<file path="src/rtl/key_seq_pkg.sv">
// Shared definitions for the key sequence sender: FSM states, default
// 100 MHz timing and the key-line encoding used by the press decoder.
package key_seq_pkg;

    typedef enum logic [1:0] {
        IDLE  = 2'd0,
        PRESS = 2'd1,
        GAP   = 2'd2,
        FIN   = 2'd3
    } seq_state_e;

    localparam int unsigned PRESS_CYC_DEF = 32'd60;
    localparam int unsigned GAP_CYC_DEF   = 32'd10000;

    localparam int unsigned KEY0_BIT = 32'd0;
    localparam int unsigned KEY1_BIT = 32'd1;

    // One-hot key vector for a code bit: 1 selects key1, 0 selects key0.
    function automatic logic [1:0] key_sel(input logic bit_val);
        logic [1:0] v;
        if (bit_val) begin
            v = 2'b01 << KEY1_BIT;
        end else begin
            v = 2'b01 << KEY0_BIT;
        end
        return v;
    endfunction

endpackage

</file>
<file path="src/rtl/key_seq_timer.sv">
// Loadable down-counter shared by the press and gap phases. It stops at
// zero and raises the zero flag until it is loaded again.
module key_seq_timer #(
    parameter int unsigned CNT_W = 32'd14
) (
    input  logic             clk,
    input  logic             rst,
    input  logic             load,
    input  logic [CNT_W-1:0] value,
    output logic             zero
);

    logic [CNT_W-1:0] cnt_r;

    // Count register: load wins, otherwise decrement until zero.
    always_ff @(posedge clk) begin
        if (!rst) begin
            cnt_r <= {CNT_W{1'b0}};
        end else if (load) begin
            cnt_r <= value;
        end else if (cnt_r != {CNT_W{1'b0}}) begin
            cnt_r <= cnt_r - {{(CNT_W-1){1'b0}}, 1'b1};
        end else begin
            cnt_r <= cnt_r;
        end
    end

    assign zero = (cnt_r == {CNT_W{1'b0}});

endmodule

</file>
<file path="src/rtl/key_seq_sender.sv">
// Replays a stored code as timed press pulses on key0/key1. The code is
// left-aligned at start so the first bit to send (bit len-1) sits at the
// MSB; each completed press/gap shifts the next bit into the MSB.
module key_seq_sender
    import key_seq_pkg::*;
#(
    parameter int unsigned CODE_LEN_MAX = 32'd8,
    parameter int unsigned LEN_W        = 32'd4,
    parameter int unsigned PRESS_CYC    = PRESS_CYC_DEF,
    parameter int unsigned GAP_CYC      = GAP_CYC_DEF,
    parameter int unsigned CNT_W        = 32'd14
) (
    input  logic                    clk,
    input  logic                    rst,
    input  logic                    start,
    input  logic                    abort,
    input  logic [CODE_LEN_MAX-1:0] code,
    input  logic [LEN_W-1:0]        len,
    output logic                    key0,
    output logic                    key1,
    output logic                    busy,
    output logic                    done,
    output logic [LEN_W-1:0]        sent_cnt
);

    localparam logic [LEN_W-1:0] LEN_MAX_C  = LEN_W'(CODE_LEN_MAX);
    localparam logic [LEN_W-1:0] LEN_ONE_C  = LEN_W'(1'b1);
    localparam logic [CNT_W-1:0] PRESS_LD_C = CNT_W'(PRESS_CYC - 32'd1);
    localparam logic [CNT_W-1:0] GAP_LD_C   = CNT_W'(GAP_CYC - 32'd1);

    seq_state_e              state_r;
    seq_state_e              state_nxt_s;
    logic [CODE_LEN_MAX-1:0] shift_r;
    logic [CODE_LEN_MAX-1:0] shift_nxt_s;
    logic [CODE_LEN_MAX-1:0] aligned_s;
    logic [CODE_LEN_MAX-1:0] shifted_s;
    logic [LEN_W-1:0]        len_r;
    logic [LEN_W-1:0]        len_nxt_s;
    logic [LEN_W-1:0]        len_clamp_s;
    logic [LEN_W-1:0]        sent_cnt_r;
    logic [LEN_W-1:0]        sent_cnt_nxt_s;
    logic [1:0]              keys_r;
    logic [1:0]              keys_nxt_s;
    logic                    busy_r;
    logic                    busy_nxt_s;
    logic                    done_r;
    logic                    done_nxt_s;
    logic                    last_press_s;
    logic                    tmr_load_s;
    logic [CNT_W-1:0]        tmr_val_s;
    logic                    tmr_zero_s;

    key_seq_timer #(
        .CNT_W (CNT_W)
    ) u_timer (
        .clk   (clk),
        .rst   (rst),
        .load  (tmr_load_s),
        .value (tmr_val_s),
        .zero  (tmr_zero_s)
    );

    // Clamp the requested length and left-align the code for MSB-first replay.
    always_comb begin
        if (len > LEN_MAX_C) begin
            len_clamp_s = LEN_MAX_C;
        end else begin
            len_clamp_s = len;
        end
        aligned_s    = code << (LEN_MAX_C - len_clamp_s);
        shifted_s    = shift_r << 1'b1;
        last_press_s = ((sent_cnt_r + LEN_ONE_C) == len_r);
    end

    // State register.
    always_ff @(posedge clk) begin
        if (!rst) begin
            state_r <= IDLE;
        end else begin
            state_r <= state_nxt_s;
        end
    end

    // Next-state decode; abort cancels PRESS/GAP and beats start in IDLE.
    always_comb begin
        state_nxt_s = state_r;
        case (state_r)
            IDLE: begin
                if (abort) begin
                    state_nxt_s = IDLE;
                end else if (start) begin
                    if (len_clamp_s == {LEN_W{1'b0}}) begin
                        state_nxt_s = FIN;
                    end else begin
                        state_nxt_s = PRESS;
                    end
                end else begin
                    state_nxt_s = IDLE;
                end
            end
            PRESS: begin
                if (abort) begin
                    state_nxt_s = IDLE;
                end else if (tmr_zero_s) begin
                    state_nxt_s = GAP;
                end else begin
                    state_nxt_s = PRESS;
                end
            end
            GAP: begin
                if (abort) begin
                    state_nxt_s = IDLE;
                end else if (tmr_zero_s) begin
                    if (last_press_s) begin
                        state_nxt_s = FIN;
                    end else begin
                        state_nxt_s = PRESS;
                    end
                end else begin
                    state_nxt_s = GAP;
                end
            end
            FIN: begin
                state_nxt_s = IDLE;
            end
            default: begin
                state_nxt_s = IDLE;
            end
        endcase
    end

    // Next values of the registered outputs and datapath, plus timer loads.
    always_comb begin
        shift_nxt_s    = shift_r;
        len_nxt_s      = len_r;
        sent_cnt_nxt_s = sent_cnt_r;
        keys_nxt_s     = keys_r;
        busy_nxt_s     = busy_r;
        done_nxt_s     = 1'b0;
        tmr_load_s     = 1'b0;
        tmr_val_s      = {CNT_W{1'b0}};
        case (state_r)
            IDLE: begin
                keys_nxt_s = 2'b00;
                busy_nxt_s = 1'b0;
                if (!abort && start) begin
                    shift_nxt_s    = aligned_s;
                    len_nxt_s      = len_clamp_s;
                    sent_cnt_nxt_s = {LEN_W{1'b0}};
                    if (len_clamp_s == {LEN_W{1'b0}}) begin
                        done_nxt_s = 1'b1;
                    end else begin
                        busy_nxt_s = 1'b1;
                        keys_nxt_s = key_sel(aligned_s[CODE_LEN_MAX-1]);
                        tmr_load_s = 1'b1;
                        tmr_val_s  = PRESS_LD_C;
                    end
                end else begin
                    shift_nxt_s = shift_r;
                end
            end
            PRESS: begin
                if (abort) begin
                    keys_nxt_s = 2'b00;
                    busy_nxt_s = 1'b0;
                end else if (tmr_zero_s) begin
                    keys_nxt_s = 2'b00;
                    tmr_load_s = 1'b1;
                    tmr_val_s  = GAP_LD_C;
                end else begin
                    keys_nxt_s = keys_r;
                end
            end
            GAP: begin
                if (abort) begin
                    keys_nxt_s = 2'b00;
                    busy_nxt_s = 1'b0;
                end else if (tmr_zero_s) begin
                    sent_cnt_nxt_s = sent_cnt_r + LEN_ONE_C;
                    if (last_press_s) begin
                        busy_nxt_s = 1'b0;
                        done_nxt_s = 1'b1;
                        keys_nxt_s = 2'b00;
                    end else begin
                        shift_nxt_s = shifted_s;
                        keys_nxt_s  = key_sel(shifted_s[CODE_LEN_MAX-1]);
                        tmr_load_s  = 1'b1;
                        tmr_val_s   = PRESS_LD_C;
                    end
                end else begin
                    keys_nxt_s = 2'b00;
                end
            end
            FIN: begin
                keys_nxt_s = 2'b00;
                busy_nxt_s = 1'b0;
            end
            default: begin
                keys_nxt_s = 2'b00;
                busy_nxt_s = 1'b0;
            end
        endcase
    end

    // Output and datapath registers.
    always_ff @(posedge clk) begin
        if (!rst) begin
            shift_r    <= {CODE_LEN_MAX{1'b0}};
            len_r      <= {LEN_W{1'b0}};
            sent_cnt_r <= {LEN_W{1'b0}};
            keys_r     <= 2'b00;
            busy_r     <= 1'b0;
            done_r     <= 1'b0;
        end else begin
            shift_r    <= shift_nxt_s;
            len_r      <= len_nxt_s;
            sent_cnt_r <= sent_cnt_nxt_s;
            keys_r     <= keys_nxt_s;
            busy_r     <= busy_nxt_s;
            done_r     <= done_nxt_s;
        end
    end

    assign key0     = keys_r[KEY0_BIT];
    assign key1     = keys_r[KEY1_BIT];
    assign busy     = busy_r;
    assign done     = done_r;
    assign sent_cnt = sent_cnt_r;

endmodule

</file>
<file path="config.mk">
export PLATFORM = sky130hd
export DESIGN_NAME = key_seq_sender
export DESIGN_NICKNAME = d
export VERILOG_FILES = /design/src/rtl/key_seq_pkg.sv /design/src/rtl/key_seq_timer.sv /design/src/rtl/key_seq_sender.sv
export SDC_FILE = /design/constraint.sdc
export NUM_CORES = 1
export LEC_CHECK = 0
export CELL_PAD_IN_SITES_DETAIL_PLACEMENT = 1
export CELL_PAD_IN_SITES_GLOBAL_PLACEMENT = 1
export CORE_ASPECT_RATIO = 1.5
export CORE_MARGIN = 4
export CORE_UTILIZATION = 39
export DETAILED_ROUTE_END_ITERATION = 16
export PLACE_DENSITY_LB_ADDON = 0.25
export SYNTH_ARGS = -nofsm -noshare
export SYNTH_HDL_FRONTEND = slang
export SYNTH_HIERARCHICAL = 1
export SYNTH_SLANG_ARGS = --single-unit
</file>
<file path="constraint.sdc">
create_clock -name clk -period 2.7 [get_ports clk]
set_input_delay 0.675 -clock clk [delete_from_list [all_inputs] [get_ports clk]]
set_output_delay 0.675 -clock clk [all_outputs]
set_load 0.01 [all_outputs]
</file>
==> metrics.yaml, run 1 <==
status: "completed"
dieArea_mm2: 0.00721
cts_made_buffers: 5
largest_register: "u_timer/cnt_r"
dpl_cell_area_mm2: 0.00278
cts_hold_buf: 0
clock_latency_ps: 290
comb_share_pct: 51.0
clock_cell_area_share_pct: 3.02
drc: 0
drt_iter0_drc: 56
tap_cells: 72
synth_top_cell_by_area: "dfxtp_1"
critPathArrivalTime_ps: 2730
worstSetupPathType: "input pin to flip-flop"
first_pass_iters: 4
p_comb_share_pct: 48.1
synthDominantCellAreaShare_pct: 30.5
crit_cells: 10
antenna_found_initial: 0
## run 1: power by group through the flow
stage	Sequential, mW	Clock [mW]	Combinational [mW]
after floorplan	0.709	0	0.684
after global placement	0.724	0	0.981
after detailed placement	0.729	0	1.01
after CTS	0.719	0.407	1.02
after global routing	0.738	0.428	1.13
final	0.717	0.392	1.03
## run 1: cell families (layout without fill, tap and decap cells)
kind of cell,after synthesis,in the layout,share of synthesized area [%]
xor gates and xnor gates,12,12,5.88
adders and majority gates,3,3,1.63
muxes,16,16,8.28
other,1,4,0.163
buffers and inverters,27,73,7.79
and+or+nand+nor,108,108,27.1
AOI/OAI and AO/OA,65,65,18.6
DFF,35,35,30.5
## run 1: layer usage
metal  track usage (%)  up-vias
met2              37.7       23
li1                  -     1073
met5                 0        -
met3              2.66       12
met4              7.09        0
met1              19.5     1062
### Metal layers overlaid, run 1

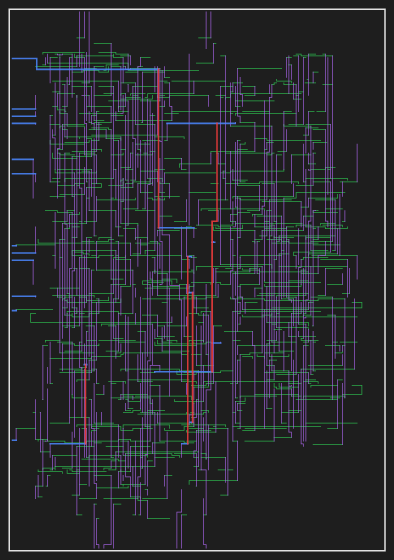
- blue: M3 (wire length 108 µm)
- red: M4 (wire length 153 µm)
- green: M1 (wire length 2500 µm)
- purple: M2 (wire length 3690 µm)

### Met1 routing, run 1

Supply wires on this layer in gray.
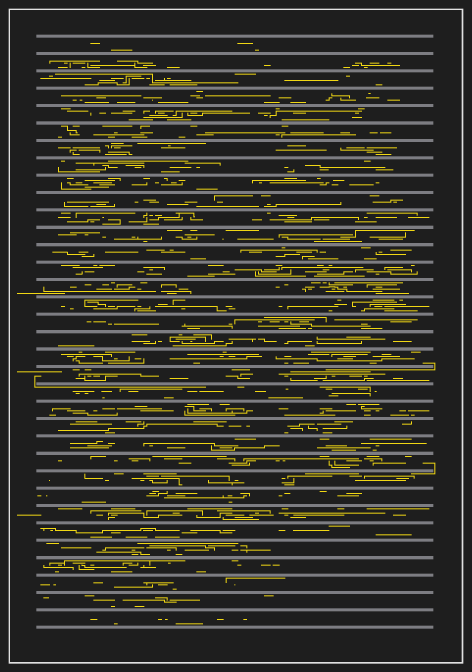
- wire length on this layer: 2500 µm
- main direction: horizontal
- longest straight run: 26.7 µm
- nets with wire on the layer: 305
- share of all routed wire: 39%

### Wiring heat map, run 1

14 x 20 tiles, from black (low) to pale yellow (high), scaled to the fullest tile. Values are wire area over tile area, all layers added.
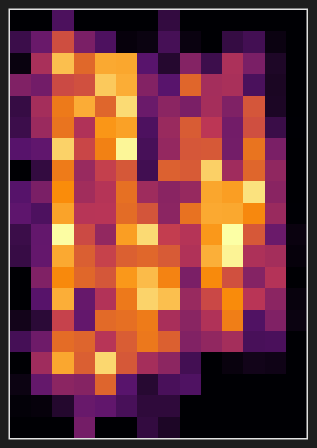
- emptiest ninth of the die: lower right
- densest ninth of the die: center
- mean over tiles: 0.14
- tiles over half the peak: 33%
- nearly empty tiles: 20%

### Cells colored by class, run 1

Scale bar: 20 µm. Fill, decap, tap and diode cells in gray.
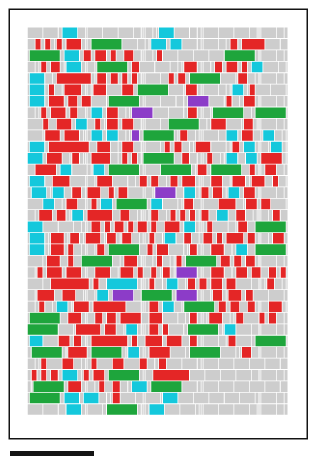

==> run 2, diff against run 1 <==
ABC_AREA = 1   (was unset)
CORE_UTILIZATION = 37   (was 39)
### Cells colored by class, run 2

Scale bar: 20 µm. Fill, decap, tap and diode cells in gray.
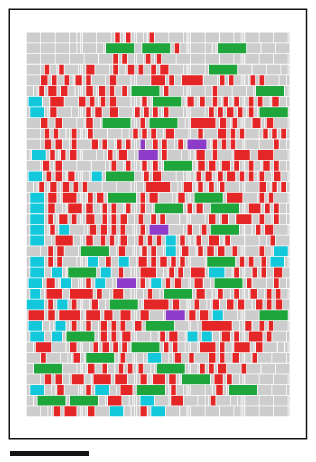
- cyan: remaining buffers and delay cells (cells 42; share of their area 13%)
- green: registers (cells 35; share of their area 24%)
- purple: clock drivers and dummy loads (cells 6; share of their area 2.5%)
- red: remaining logic cells (cells 354; share of their area 61%)

### Met1 routing, run 2

Supply wires on this layer in gray.
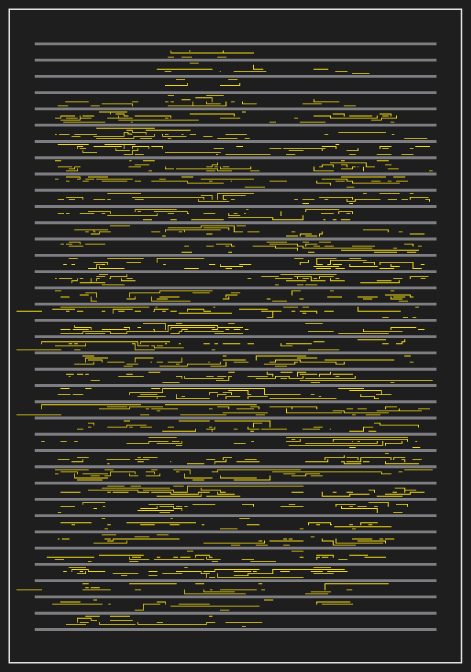
- share of all routed wire: 37%
- nets with wire on the layer: 414
- main direction: horizontal

### Wiring heat map, run 2

15 x 22 tiles, from black (low) to pale yellow (high), scaled to the fullest tile. Values are wire area over tile area, all layers added.
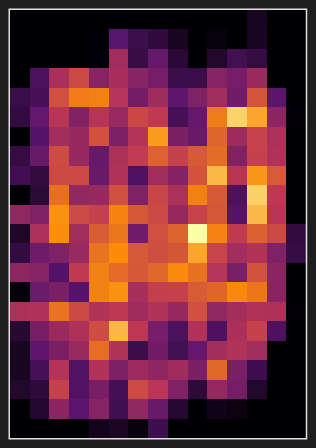
- nearly empty tiles: 22%
- mean over tiles: 0.13
- densest ninth of the die: center

==> metrics.yaml, run 2 <==
status: "completed"
path_buffers: 5
grt_util_met1_pct: 18.3
ys_types: 35
cts_hold_buf: 0
htree_levels: 2
grt_busiest_layer: "met2"
gp_congestion: 0.837
critPathArrivalTime_ps: 2710
p_comb_share_pct: 55.7
synthDominantCellAreaShare_pct: 27.8
wl_met1_mm: 2.63
relSlewSlack_pct: 65.4
drc: 0
grt-ovfl-total: 0
antenna_found_initial: 0
p_comb_mw: 1.38
wl_met2_mm: 4.25
seq_power_mw: 0.740
switching_share_pct: 47.5
r2r_setup_slack_ps: 190
cts_made_buffers: 5
met3_usage_pct: 2.21
largest_register: "u_timer/cnt_r"
path_delay_family: "simple AND/OR/NAND/NOR gates"
pg_clk_mw: 0.358
clock_latency_ps: 280
worstSetupPathType: "input pin to flip-flop"
coreArea_mm2: 0.00658
holdCritStartpoint: "len_r[3]"
viasPerCell: 5.05
synth_top_cell_by_area: "dfxtp_1"
num-fill-cells: 903
maxPowerGroup: "combinational cells"
drt_iter0_drc: 48
crit_cells: 16
dieArea_mm2: 0.00821
first_pass_iters: 4
run 2: cells by family after synthesis:
group / count (synthesis) / share of synthesized area, %
adder cells (fa/ha/maj): 3 / 1.49
AND/OR/NAND/NOR: 236 / 46.8
other: 1 / 0.149
flip-flops: 35 / 27.8
AND-OR/OR-AND: 46 / 9.99
buffers and inverters: 64 / 10.6
XOR/XNOR: 8 / 3.08
run 2: through the flow:
step	instance area, µm²	TNS, ps	hold slack, ps
finish	3040	0	484
global route	3040	-3.93	520
CTS	3020	0	486
detailed placement	2940	-2950	475
global placement	2940	-1530	460
floorplan	2530	0	444
run 2: area by class of cell:
cell class	instances	area, µm²	share of cell area (%)
clock buffers	6	72.6	2.38
inverters	57	215	7.07
multi-input cells	297	1580	51.9
flip-flops and latches	35	701	23.0
well taps	76	95.1	3.12
repair buffers	42	379	12.5
==> run 3, diff against run 2 <==
CAP_MARGIN = 5   (was unset)
GPL_ROUTABILITY_DRIVEN = 0   (was unset)
### Met1 routing, run 3

Supply wires on this layer in gray.
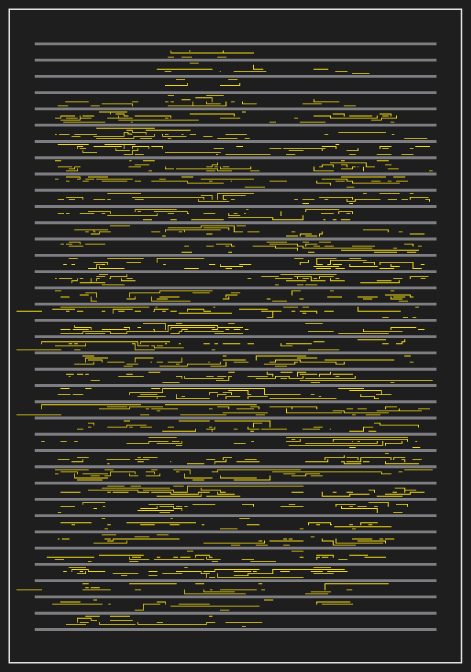
- longest straight run: 22.1 µm
- wire length on this layer: 2630 µm
- share of all routed wire: 37%
- main direction: horizontal
- nets with wire on the layer: 414

### Placed standard cells, run 3

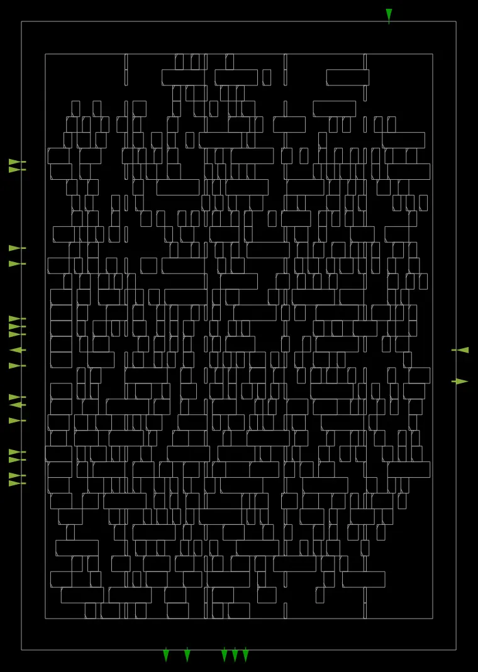
final core utilization: 46.3%
Layout fillers: 903
Tapcells: 76
flop count: 35
FP Rows: 36

==> metrics.yaml, run 3 <==
first_pass_iters: 4
grt_util_met1_pct: 18.3
met3_usage_pct: 2.21
final_area_mm2: 0.00304
largest_register: "u_timer/cnt_r"
p_comb_mw: 1.38
r2r_setup_slack_ps: 190
comb_area_mm2: 0.00158
wl_met2_mm: 4.25
buffers: 42
relSlewSlack_pct: 65.4
viasPerCell: 5.05
fin_hold_ws_ps: 484
comb_share_pct: 51.9
grt_busiest_layer: "met2"
dieArea_mm2: 0.00821
critPathArrivalTime_ps: 2710
pg_clk_mw: 0.358
clkbuf_count: 6
clock_latency_ps: 280
htree_levels: 2
synthDominantCellAreaShare_pct: 27.8
bufAreaShareNonClock_pct: 12.5
status: "completed"
path_buffers: 5
register_area_um2: 701
coreArea_mm2: 0.00658
cts_hold_buf: 0
path_delay_family: "simple AND/OR/NAND/NOR gates"
switching_share_pct: 47.5
cts_made_buffers: 5
grt-ovfl-total: 0
antenna_found_initial: 0
seq_power_mw: 0.740
ys_types: 35
nNonClkInverters: 57
drt_iter0_drc: 48
### Cells colored by class, run 3

Scale bar: 20 µm. Fill, decap, tap and diode cells in gray.
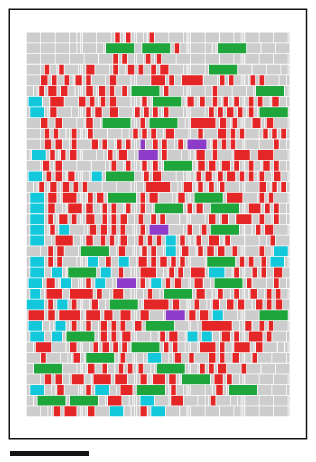
- green: registers (cells 35; share of their area 24%)
- red: remaining logic cells (cells 354; share of their area 61%)
- purple: clock drivers and dummy loads (cells 6; share of their area 2.5%)
- cyan: remaining buffers and delay cells (cells 42; share of their area 13%)

run 3: cell counts after synthesis:
Identical to the previous run, type by type.
run 3: cells by family after synthesis:
| logic type | count (synthesis) | share of synthesized area (%) |
|---|---|---|
| compound gates | 46 | 9.99 |
| flops | 35 | 27.8 |
| buf+inv | 64 | 10.6 |
| xor+xnor | 8 | 3.08 |
| fa+ha+maj | 3 | 1.49 |
| other cells | 1 | 0.149 |
| simple gates | 236 | 46.8 |
run 3: final timing paths:
path,end,start
worst min-delay path,len_r[3],len_r[3]
worst min register to register,len_r[3],len_r[3]
worst max register to register,u_timer/cnt_r[12],u_timer/cnt_r[0]
worst max-delay path,u_timer/cnt_r[12],len[1]
run 3: worst min-delay path, cell delays in order, from the launching register on:
cell and delay [ps]:
dfxtp_1 310, inv_1 70, a21oi_1 60
Power figures rest on the tool's default switching activity, not on a simulated workload.
